==> src/rtl/gt_cmp_arb_pkg.sv <==
// Shared types and helpers for the round-robin greater-than compare arbiter.
package gt_cmp_arb_pkg;

  typedef enum logic [1:0] {
    IDLE = 2'd0,
    CMP  = 2'd1,
    RESP = 2'd2
  } state_t;

  // Requester-index width; never narrower than one bit.
  function automatic int id_width(input int n);
    return (n <= 2) ? 1 : $clog2(n);
  endfunction

endpackage

==> src/rtl/gt_compare.sv <==
// Combinational unsigned greater-than comparator.
module gt_compare #(
  parameter int WIDTH = 3
) (
  input  logic [WIDTH-1:0] a,
  input  logic [WIDTH-1:0] b,
  output logic             res
);

  assign res = (a > b);

endmodule

==> src/rtl/gt_compare_arbiter.sv <==
// Round-robin arbiter sharing one unsigned a>b comparator among NREQ requesters,
// returning a tagged result over a valid/ready port.
module gt_compare_arbiter
  import gt_cmp_arb_pkg::*;
#(
  parameter  int WIDTH = 3,
  parameter  int NREQ  = 4,
  localparam int IDW   = id_width(NREQ)
) (
  input  logic                  clk,
  input  logic                  rst_n,
  input  logic [NREQ-1:0]       req_valid,
  input  logic [NREQ*WIDTH-1:0] req_a,
  input  logic [NREQ*WIDTH-1:0] req_b,
  output logic [NREQ-1:0]       req_ready,
  output logic                  rsp_valid,
  output logic [IDW-1:0]        rsp_id,
  output logic                  rsp_gt,
  input  logic                  rsp_ready
);

  state_t           state;
  logic [IDW-1:0]   rr_ptr;
  logic [IDW-1:0]   id_q;
  logic [WIDTH-1:0] a_q;
  logic [WIDTH-1:0] b_q;
  logic             pick_found;
  logic [IDW-1:0]   pick_id;
  logic [IDW-1:0]   next_ptr;
  logic [WIDTH-1:0] pick_a;
  logic [WIDTH-1:0] pick_b;
  logic             grant;
  logic             cmp_res;

  // Search starts at ptr and wraps; returns {found, index}.
  function automatic logic [IDW:0] rr_pick(input logic [NREQ-1:0] valid,
                                           input logic [IDW-1:0]  ptr);
    logic           found;
    logic [IDW-1:0] idx;
    logic [IDW-1:0] cand;
    found = 1'b0;
    idx   = '0;
    for (int i = 0; i < NREQ; i++) begin
      cand = IDW'((int'(ptr) + i) % NREQ);
      if (!found && valid[cand]) begin
        found = 1'b1;
        idx   = cand;
      end
    end
    return {found, idx};
  endfunction

  assign {pick_found, pick_id} = rr_pick(req_valid, rr_ptr);
  assign pick_a   = req_a[int'(pick_id)*WIDTH +: WIDTH];
  assign pick_b   = req_b[int'(pick_id)*WIDTH +: WIDTH];
  assign next_ptr = (int'(pick_id) == NREQ-1) ? '0 : pick_id + 1'b1;

  // Gated by rst_n so no grant is visible while reset is held.
  assign grant = rst_n && (state == IDLE) && pick_found;

  always_comb begin
    req_ready = '0;
    if (grant) req_ready[pick_id] = 1'b1;
  end

  gt_compare #(.WIDTH(WIDTH)) u_cmp (
    .a   (a_q),
    .b   (b_q),
    .res (cmp_res)
  );

  always_ff @(posedge clk or negedge rst_n) begin
    if (!rst_n) begin
      state     <= IDLE;
      rr_ptr    <= '0;
      a_q       <= '0;
      b_q       <= '0;
      id_q      <= '0;
      rsp_valid <= 1'b0;
      rsp_id    <= '0;
      rsp_gt    <= 1'b0;
    end else begin
      case (state)
        IDLE: begin
          if (pick_found) begin
            a_q    <= pick_a;
            b_q    <= pick_b;
            id_q   <= pick_id;
            rr_ptr <= next_ptr;
            state  <= CMP;
          end
        end
        CMP: begin
          rsp_gt    <= cmp_res;
          rsp_id    <= id_q;
          rsp_valid <= 1'b1;
          state     <= RESP;
        end
        RESP: begin
          if (rsp_ready) begin
            rsp_valid <= 1'b0;
            state     <= IDLE;
          end
        end
        default: state <= IDLE;
      endcase
    end
  end

endmodule

==> config.mk <==
export PLATFORM = sky130hd
export DESIGN_NAME = gt_compare_arbiter
export DESIGN_NICKNAME = d
export VERILOG_FILES = /design/src/rtl/gt_cmp_arb_pkg.sv /design/src/rtl/gt_compare.sv /design/src/rtl/gt_compare_arbiter.sv
export SDC_FILE = /design/constraint.sdc
export NUM_CORES = 1
export LEC_CHECK = 0
export CORE_ASPECT_RATIO = 1.75
export CORE_MARGIN = 3
export CORE_UTILIZATION = 45
export DETAILED_ROUTE_END_ITERATION = 8
export PLACE_DENSITY_LB_ADDON = 0.12
export RECOVER_POWER = 25
export SETUP_SLACK_MARGIN = 0.1
export SLEW_MARGIN = 20
export SYNTH_ARGS = -nofsm -noshare
export SYNTH_HDL_FRONTEND = slang
export SYNTH_SLANG_ARGS = --single-unit
==> constraint.sdc <==
create_clock -name clk -period 4 [get_ports clk]
set_input_delay 1 -clock clk [delete_from_list [all_inputs] [get_ports clk]]
set_output_delay 1 -clock clk [all_outputs]
set_load 0.05 [all_outputs]
==> images/port_trees.png <==
Scale: 4 px per um.
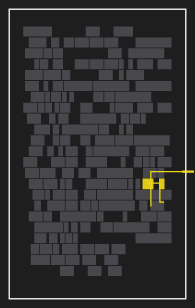
legend:
  rsp_ready:
    colour: yellow
    bits: 1
    direction: input
    end_cells: 2
    wire: 25.7 um

==> images/gates.png <==
Scale: 8 px per um.
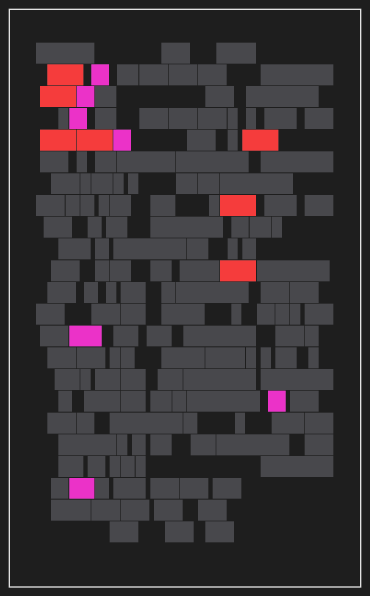
legend:
  fa/ha/maj cells:
    colour: red
    cells: 7
    most_used: ha_1
  and/or cells:
    colour: magenta
    cells: 7
    most_used: and3_1
Post-Layout Cell Count: 184
multi-input logic portion of the cell area: 40.9%
Top cell excl fill/tap: clkdlybuf4s50_1

==> images/placed.png <==
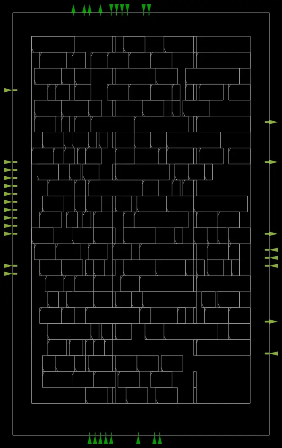
tap cells: 25
fill count: 188

==> results_slide.txt <==
Flow Results at a Glance

Final timing
  • RSZ-0062 raised after global routing: false

Power and ir drop
  • Internal: 0.000620 W
  • P_seq: 0.000306 W
  • Combinational power: 0.000680 W
  • Clk pwr: 0.000118 W

Outcome
  • Outcome: complete, no violations

Clocking
  • Post CTS Setup Buffer Count: 0
  • Quantity of hold-fixing buffers added after cts: 0
  • Num CTS Buffers: 3

Detailed routing
  • Met2 WL post-DR: 1.52 mm
  • WL met1: 1.00 mm

Hold path
  • Path category of the worst min-delay check: register to register
  • WHS Endpoint: id_q[1]

Floorplanning
  • Ports: 39

GRT
  • Met3 usage: 2.98%
  • Vias in the first global route: 1044
  • Remaining Overflow, GRT: 0
  • Initial antenna violation count: 0

Logic synthesis
  • Synth area leader: dfrtp_1
  • Synth flops: 16
  • Synth Area in Adders: 7.81%
  • FFs w/ async S/R, synth: 100%
  • Syn Inst Count: 112

Worst setup path
  • Worst path required time: 3.00 ns
  • Crit path buffers/inverters: 3
  • Top fanout value on the critical path: 6

Cells and area
  • FF/Latch Area: 400 um^2
  • Post-Layout Inst Area: 1620 um^2
==> images/pinout.png <==
Scale: 8 px per um. Pins as bars across the die edge, other pins in grey.
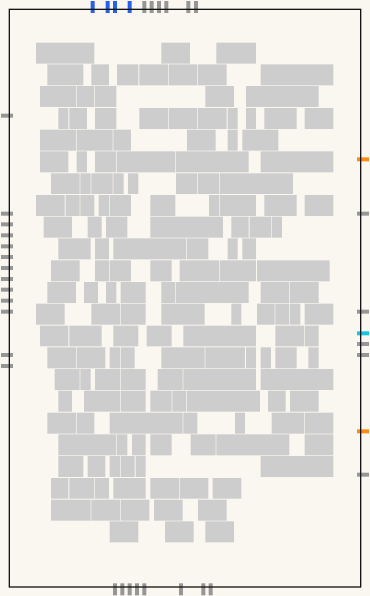
legend:
  rsp_ready:
    colour: cyan
    pins: 1
    direction: input
    edge: east
  req_ready:
    colour: blue
    pins: 4
    direction: output
    edge: north
  rsp_id:
    colour: orange
    pins: 2
    direction: output
    edge: east
all pins by edge: 13 west, 10 north, 8 south, 8 east
Port Buf Inserts: 38
Die H: 72.0 um

==> images/sizing.png <==
Scale: 8 px per um.
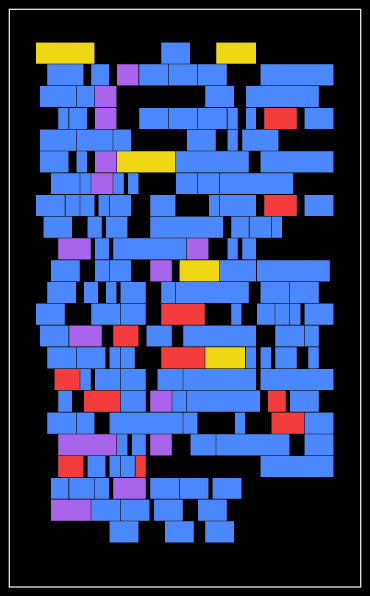
legend:
  x1 and smaller:
    colour: blue
    cells: 129
    share: 81%
  x6 and larger:
    colour: yellow
    cells: 5
    share: 3.1%
  x2:
    colour: red
    cells: 11
    share: 6.9%
  x3 and x4:
    colour: purple
    cells: 14
    share: 8.8%

layout by cell type, fill, tap and decap left out, types with 2 or more instances in the layout:
cell type | synthesis | layout
a2111oi_0 | 3 | 3
a21o_1 | 4 | 4
a21oi_1 | 5 | 5
a221oi_2 | 2 | 2
a31oi_1 | 2 | 2
and3_1 | 4 | 4
buf_12 | 1 | 2
buf_4 | 0 | 9
clkbuf_8 | 1 | 3
clkdlybuf4s50_1 | 0 | 33
dfrtp_1 | 16 | 16
ha_1 | 7 | 7
inv_1 | 7 | 7
mux2_2 | 3 | 3
mux2i_1 | 6 | 6
nand2_1 | 10 | 10
nand2b_1 | 2 | 2
nand3_1 | 6 | 6
nor2_1 | 5 | 5
nor4b_1 | 3 | 3
o211ai_1 | 2 | 2
o21ai_0 | 3 | 3
o21ai_1 | 3 | 3
No activity file was given, so power comes from the tool's default toggle rates.
